[config.mk]
export PLATFORM = sky130hd
export DESIGN_NAME = sync_timing_recovery_flat
export DESIGN_NICKNAME = d
export VERILOG_FILES = /design/src/rtl/sync_timing_recovery_if.sv /design/src/rtl/sync_timing_recovery.sv /design/src/flat_wrapper.sv
export SDC_FILE = /design/constraint.sdc
export NUM_CORES = 1
export LEC_CHECK = 0
export CORE_MARGIN = 5
export CORE_UTILIZATION = 51
export DETAILED_ROUTE_END_ITERATION = 12
export PLACE_DENSITY = 0.73
export SKIP_CTS_REPAIR_TIMING = 1
export SLEW_MARGIN = 20
export SYNTH_ARGS = -nofsm -noshare
export SYNTH_HDL_FRONTEND = slang
export SYNTH_SLANG_ARGS = --single-unit
[constraint.sdc]
create_clock -name clock -period 2.8 [get_ports clock]
set_clock_uncertainty 0.15 [all_clocks]
set_input_delay 0.28 -clock clock [delete_from_list [all_inputs] [get_ports clock]]
set_output_delay 0.28 -clock clock [all_outputs]
set_load 0.005 [all_outputs]
[src/rtl/sync_timing_recovery_if.sv]
// Sync inputs and recovered timing outputs of sync_timing_recovery.
// master drives the syncs, slave is the recovery block.
interface sync_timing_recovery_if #(
  parameter int H_WIDTH = 11,
  parameter int V_WIDTH = 11
);
  logic               hsync_in;
  logic               vsync_in;
  logic [H_WIDTH-1:0] beam_x;
  logic [V_WIDTH-1:0] beam_y;
  logic [H_WIDTH-1:0] line_length;
  logic [H_WIDTH-1:0] hsync_width;
  logic [V_WIDTH-1:0] frame_lines;
  logic               locked;
  logic               timing_change;

  modport master (
    output hsync_in,
    output vsync_in,
    input  beam_x,
    input  beam_y,
    input  line_length,
    input  hsync_width,
    input  frame_lines,
    input  locked,
    input  timing_change
  );

  modport slave (
    input  hsync_in,
    input  vsync_in,
    output beam_x,
    output beam_y,
    output line_length,
    output hsync_width,
    output frame_lines,
    output locked,
    output timing_change
  );
endinterface

[src/rtl/sync_timing_recovery.sv]
// Rebuilds beam position from hsync/vsync, measures line/frame
// timing and reports lock once several frames agree.
module sync_timing_recovery #(
  parameter int H_WIDTH          = 11,
  parameter int V_WIDTH          = 11,
  parameter int SYNC_ACTIVE_HIGH = 1,
  parameter int LOCK_FRAMES      = 2
) (
  input logic clock,
  input logic reset,
  sync_timing_recovery_if.slave bus
);

  typedef enum logic [1:0] {
    S_SEARCH,
    S_MEASURE,
    S_LOCKED
  } state_t;

  localparam logic [H_WIDTH-1:0] X_MAX = '1;
  localparam logic [V_WIDTH-1:0] Y_MAX = '1;
  localparam logic [3:0] LOCK_N = 4'(LOCK_FRAMES);

  state_t r_state;
  state_t w_state_nx;

  logic r_hs_q;
  logic r_vs_q;
  logic r_vs_pend;

  logic [H_WIDTH-1:0] r_x;
  logic [V_WIDTH-1:0] r_y;
  logic [H_WIDTH-1:0] r_line_length;
  logic [H_WIDTH-1:0] r_hsync_width;
  logic [V_WIDTH-1:0] r_frame_lines;
  logic               r_locked;
  logic               r_timing_change;

  logic               r_have_first;
  logic [H_WIDTH-1:0] r_first;
  logic               r_bad;
  logic               r_have_ref;
  logic [3:0]         r_match;

  logic               w_hs;
  logic               w_vs;
  logic               w_hle;
  logic               w_vle;
  logic               w_hte;
  logic               w_fs;
  logic               w_x_sat;
  logic               w_y_sat;
  logic               w_timeout;
  logic [H_WIDTH-1:0] w_len;
  logic [V_WIDTH-1:0] w_height;
  logic [H_WIDTH-1:0] w_first_nx;
  logic               w_bad_nx;
  logic               w_ref_match;

  logic w_store;
  logic w_match;
  logic w_lock_set;
  logic w_drop;
  logic w_tout;
  logic w_clr_ref;

  assign w_hs = (SYNC_ACTIVE_HIGH != 0) ?
                bus.hsync_in : ~bus.hsync_in;
  assign w_vs = (SYNC_ACTIVE_HIGH != 0) ?
                bus.vsync_in : ~bus.vsync_in;

  assign w_hle = w_hs & ~r_hs_q;
  assign w_vle = w_vs & ~r_vs_q;
  assign w_hte = ~w_hs & r_hs_q;
  assign w_fs  = w_hle & (r_vs_pend | w_vle);

  assign w_x_sat   = (r_x == X_MAX);
  assign w_y_sat   = (r_y == Y_MAX);
  assign w_timeout = w_x_sat & ~w_hle;
  assign w_len     = r_x + H_WIDTH'(1);
  assign w_height  = r_y + V_WIDTH'(1);

  // The line just ended is part of the frame being closed, so
  // the frame verdict folds it in before the registers update.
  assign w_first_nx = r_have_first ? r_first : w_len;
  assign w_bad_nx   = r_bad | w_x_sat |
                      (r_have_first & (w_len != r_first)) |
                      (~w_fs & w_y_sat);
  assign w_ref_match = (w_first_nx == r_line_length) &
                       (w_height == r_frame_lines);

  // State register
  always_ff @(posedge clock or posedge reset) begin
    if (reset) r_state <= S_SEARCH;
    else       r_state <= w_state_nx;
  end

  // Next state and per-edge control decisions
  always_comb begin
    w_state_nx = r_state;
    w_store    = 1'b0;
    w_match    = 1'b0;
    w_lock_set = 1'b0;
    w_drop     = 1'b0;
    w_tout     = 1'b0;
    w_clr_ref  = 1'b0;
    unique case (r_state)
      S_SEARCH: begin
        if (w_fs) begin
          w_state_nx = S_MEASURE;
          w_clr_ref  = 1'b1;
        end
      end
      S_MEASURE: begin
        if (w_fs) begin
          if (!r_have_ref || w_bad_nx || !w_ref_match) begin
            w_store = 1'b1;
          end else begin
            w_match = 1'b1;
            if (r_match + 4'd1 == LOCK_N) begin
              w_lock_set = 1'b1;
              w_state_nx = S_LOCKED;
            end
          end
        end
      end
      S_LOCKED: begin
        if (w_hle && (w_x_sat ||
            (w_len != r_line_length) ||
            (w_fs && (w_height != r_frame_lines)))) begin
          w_drop     = 1'b1;
          w_state_nx = S_MEASURE;
        end
      end
      default: w_state_nx = S_SEARCH;
    endcase
    if (w_timeout) begin
      w_tout     = 1'b1;
      w_state_nx = S_SEARCH;
    end
  end

  // Sync history and pending vsync until the next hsync edge
  always_ff @(posedge clock or posedge reset) begin
    if (reset) begin
      r_hs_q    <= 1'b0;
      r_vs_q    <= 1'b0;
      r_vs_pend <= 1'b0;
    end else begin
      r_hs_q <= w_hs;
      r_vs_q <= w_vs;
      if (w_fs)       r_vs_pend <= 1'b0;
      else if (w_vle) r_vs_pend <= 1'b1;
    end
  end

  // Beam position counters, both saturating
  always_ff @(posedge clock or posedge reset) begin
    if (reset) begin
      r_x <= '0;
      r_y <= '0;
    end else begin
      if (w_hle)         r_x <= '0;
      else if (!w_x_sat) r_x <= w_len;
      if (w_fs)                    r_y <= '0;
      else if (w_hle && !w_y_sat)  r_y <= w_height;
    end
  end

  // Hsync pulse width from the trailing edge
  always_ff @(posedge clock or posedge reset) begin
    if (reset)      r_hsync_width <= '0;
    else if (w_hte) r_hsync_width <= w_len;
  end

  // Per-frame consistency; a lock loss discards what was seen
  always_ff @(posedge clock or posedge reset) begin
    if (reset) begin
      r_have_first <= 1'b0;
      r_first      <= '0;
      r_bad        <= 1'b0;
    end else if (w_fs || w_drop) begin
      r_have_first <= 1'b0;
      r_bad        <= 1'b0;
    end else if (w_hle) begin
      r_have_first <= 1'b1;
      r_first      <= w_first_nx;
      r_bad        <= w_bad_nx;
    end
  end

  // Reference frame and consecutive-match count
  always_ff @(posedge clock or posedge reset) begin
    if (reset) begin
      r_line_length <= '0;
      r_frame_lines <= '0;
      r_have_ref    <= 1'b0;
      r_match       <= '0;
    end else if (w_clr_ref || w_drop || w_tout) begin
      r_have_ref <= 1'b0;
      r_match    <= '0;
    end else if (w_store) begin
      r_line_length <= w_first_nx;
      r_frame_lines <= w_height;
      r_have_ref    <= 1'b1;
      r_match       <= '0;
    end else if (w_match) begin
      r_match <= r_match + 4'd1;
    end
  end

  // Lock flag and one-cycle loss pulse
  always_ff @(posedge clock or posedge reset) begin
    if (reset) begin
      r_locked        <= 1'b0;
      r_timing_change <= 1'b0;
    end else begin
      r_timing_change <= w_drop | (w_tout & r_locked);
      if (w_lock_set)          r_locked <= 1'b1;
      else if (w_drop || w_tout) r_locked <= 1'b0;
    end
  end

  assign bus.beam_x        = r_x;
  assign bus.beam_y        = r_y;
  assign bus.line_length   = r_line_length;
  assign bus.hsync_width   = r_hsync_width;
  assign bus.frame_lines   = r_frame_lines;
  assign bus.locked        = r_locked;
  assign bus.timing_change = r_timing_change;

endmodule

[src/flat_wrapper.sv]
// flat-port wrapper written by rule: the top's interface ports become plain ports
module sync_timing_recovery_flat 
#(
  parameter int H_WIDTH          = 11,
  parameter int V_WIDTH          = 11,
  parameter int SYNC_ACTIVE_HIGH = 1,
  parameter int LOCK_FRAMES      = 2
)
  (clock, reset, bus_hsync_in, bus_vsync_in, bus_beam_x, bus_beam_y, bus_line_length, bus_hsync_width, bus_frame_lines, bus_locked, bus_timing_change);
  sync_timing_recovery_if #(.H_WIDTH(H_WIDTH), .V_WIDTH(V_WIDTH)) bus_i ();
  input logic clock;
  input logic reset;
  input wire logic [$bits(bus_i.hsync_in)-1:0] bus_hsync_in;
  input wire logic [$bits(bus_i.vsync_in)-1:0] bus_vsync_in;
  output wire logic [$bits(bus_i.beam_x)-1:0] bus_beam_x;
  output wire logic [$bits(bus_i.beam_y)-1:0] bus_beam_y;
  output wire logic [$bits(bus_i.line_length)-1:0] bus_line_length;
  output wire logic [$bits(bus_i.hsync_width)-1:0] bus_hsync_width;
  output wire logic [$bits(bus_i.frame_lines)-1:0] bus_frame_lines;
  output wire logic [$bits(bus_i.locked)-1:0] bus_locked;
  output wire logic [$bits(bus_i.timing_change)-1:0] bus_timing_change;
  assign bus_i.hsync_in = bus_hsync_in;
  assign bus_i.vsync_in = bus_vsync_in;
  assign bus_beam_x = bus_i.beam_x;
  assign bus_beam_y = bus_i.beam_y;
  assign bus_line_length = bus_i.line_length;
  assign bus_hsync_width = bus_i.hsync_width;
  assign bus_frame_lines = bus_i.frame_lines;
  assign bus_locked = bus_i.locked;
  assign bus_timing_change = bus_i.timing_change;
  sync_timing_recovery #(.H_WIDTH(H_WIDTH), .V_WIDTH(V_WIDTH), .SYNC_ACTIVE_HIGH(SYNC_ACTIVE_HIGH), .LOCK_FRAMES(LOCK_FRAMES)) u_core (.clock(clock), .reset(reset), .bus(bus_i));
endmodule
Figure 1. Signal metal coverage by tile.
Bar = 20 um. The die is cut into 22 by 22 equal tiles; dark blue is low, red is high, scaled to the fullest tile. Values are wire area over tile area, all layers added.
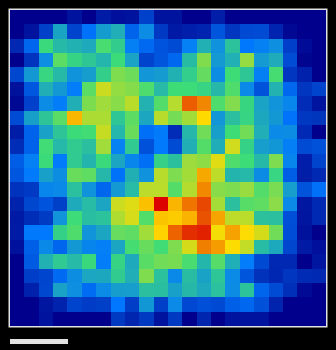
nearly empty tiles: 9.9%
tiles over half the peak: 24%
fullest tile: 0.68
densest ninth of the die: middle

==> results_dict.tcl <==
# metrics dict for downstream scripts
set metrics [dict create \
    status "complete, but fails checks" \
    violations "setup timing" \
    buf_share 0.2308 \
    synth_chip_area_um2 5006 \
    grt-busiest-layer "met2" \
    p_seq_mw 1.66 \
    num_rows 36 \
    syn2layout_area_growth_pct 43.36 \
    fin_total_pwr_mw 4.907 \
    final_core_util 0.7411 \
    warning_count 29 \
    numCtsBuffers 9 \
    cp.arrival_ns 3.06 \
    regArea_um2 2006 \
    drt-total-wl_um 16560 \
    worstSetupPathType "reg2reg" \
    hold_viol 0 \
    antenna_found_initial 0 \
    seq_area_frac 0.2795 \
    largest_class "combinational gates" \
    fin_setup_tns_ns -2.805 \
    grt_pass1_wl_um 25290 \
    cts_max_level 3 \
    buffers 187 \
    grt_util_met3 0.05269 \
    reg2reg_depth 10 \
    viasPerCell 5.892 \
    drt_first_iter_violations 382 \
    use_met1 0.3751 \
    route.detailed.drc 0 \
    vias 4949 \
    detail-route-antenna-nets 0 \
    worstPathCellList "buf_4 > and3_2 > xnor2_1 > a2111oi_2 > and3_1 > and4_2 > o2111ai_4 > nand2_4 > clkbuf_16 > mux2_4" \
    wl_met2_um 7834 \
    root_buffer "clkbuf_8" \
    worstPathMaxFanout 6 \
    comb-cell-share 0.4327 \
    yosys.area_share.simple 0.1895 \
    synthCells 543 \
    top_cells_by_count "dfrtp_1 (80), o21ai_0 (56), nand2_1 (39), nor2_1 (30), xnor2_1 (29)" \
    routed.top_layer "met4" \
    mappedNetlistNets 551 \
    dpl_worst_slack_ns -0.2195 \
    dr.pass1.iters 5 \
    ir_drop_mv 0.4404 \
    top_power_group "combinational logic" \
    clock_path_buffers 2 \
    p_per_area_nw_per_um2 683.7 \
    fp.dieH_um 109.1 \
    grt_overflow 0 \
    synthArstFlopShare 1.000 \
    regToRegSetupSlack_ns -0.17 \
    timing.rr.end "u_core.bus.frame_lines[4]" \
    ys_cells 543 \
    min_path_type "in2async" \
    ys.flop_type "dfrtp_1" \
    slew_headroom 0.3766 \
    synthDistinctLibCells 65 \
    ys_seq_share 0.3999 \
    clkCellAreaFrac 0.02319 \
    rsz0062_at_grt "true" \
    dpl_cell_area_um2 6555 \
    worstSetupStartpoint "u_core.bus.beam_x[1]" \
    dp_hpwl_um 11770 \
    diodes 0 \
    first_global_vias 4823 \
    portBuffers 60 \
    layout_top_cell "buf_4" \
    clk_pin_slew_ns 0.09 \
    synth.area.mux_share 0.06148 \
    tightest_slew_ns 0.9321 \
    fmax_mhz 336.6 \
    power_leakage_nw 3.095 \
    worst_r2r_startpoint "u_core.bus.beam_x[1]" \
    grt_max_degree 51 \
    max_cap_violations 0 \
    cp.required_ns 2.89 \
    n_tap_cell 133 \
    final_area_um2 7177 \
    logic_family "simple AND/OR/NAND/NOR gates" \
    slowest_delay_ns 0.41 \
    aoi_share 0.1795 \
    wl_met1_um 7336 \
    final.setup.worst_slack_ns -0.1713 \
    logic_area_um2 3105 \
    ys.flops 80 \
    cts_tree "done" \
    initCoreUtil 0.5169 \
    grt_use_met2 0.4421 \
    grt_usage 0.2774 \
    most_common_cell "dfrtp_1" \
    gp_congestion 0.9884 \
    nets 710 \
    yosysTopAreaCellShare 0.3999 \
    fp.dieW_um 109.1 \
    wl_per_cell_um 19.72 \
    final-setup-viol-count 28 \
    clockPowerShare 0.158 \
    drive_gt1_frac 0.3197 \
    final_cell_mix "buf_4 (114), dfrtp_1 (77), clkdlybuf4s50_1 (60)" \
    route.met3.wl_um 974 \
    dp.cells 811 \
    comb_cells 404 \
    switchingPower_mw 1.813 \
    slew_viol_final 0 \
    crit_end "u_core.bus.frame_lines[4]" \
    period_used_share 1.061 \
    cp_slowest_cell "dfrtp_1" \
    n_all_inverters 20 \
    p_seq_frac 0.339 \
    worst-path-stages 10 \
]
Figure 2. Clock routing.
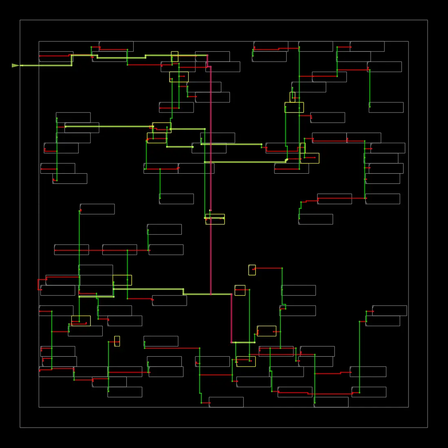
flop count: 80
Late-Pin Clk Latency: 0.36 ns
clock sinks: 80
P_clk: 0.776 mW

Power and IR drop assume default switching activity.
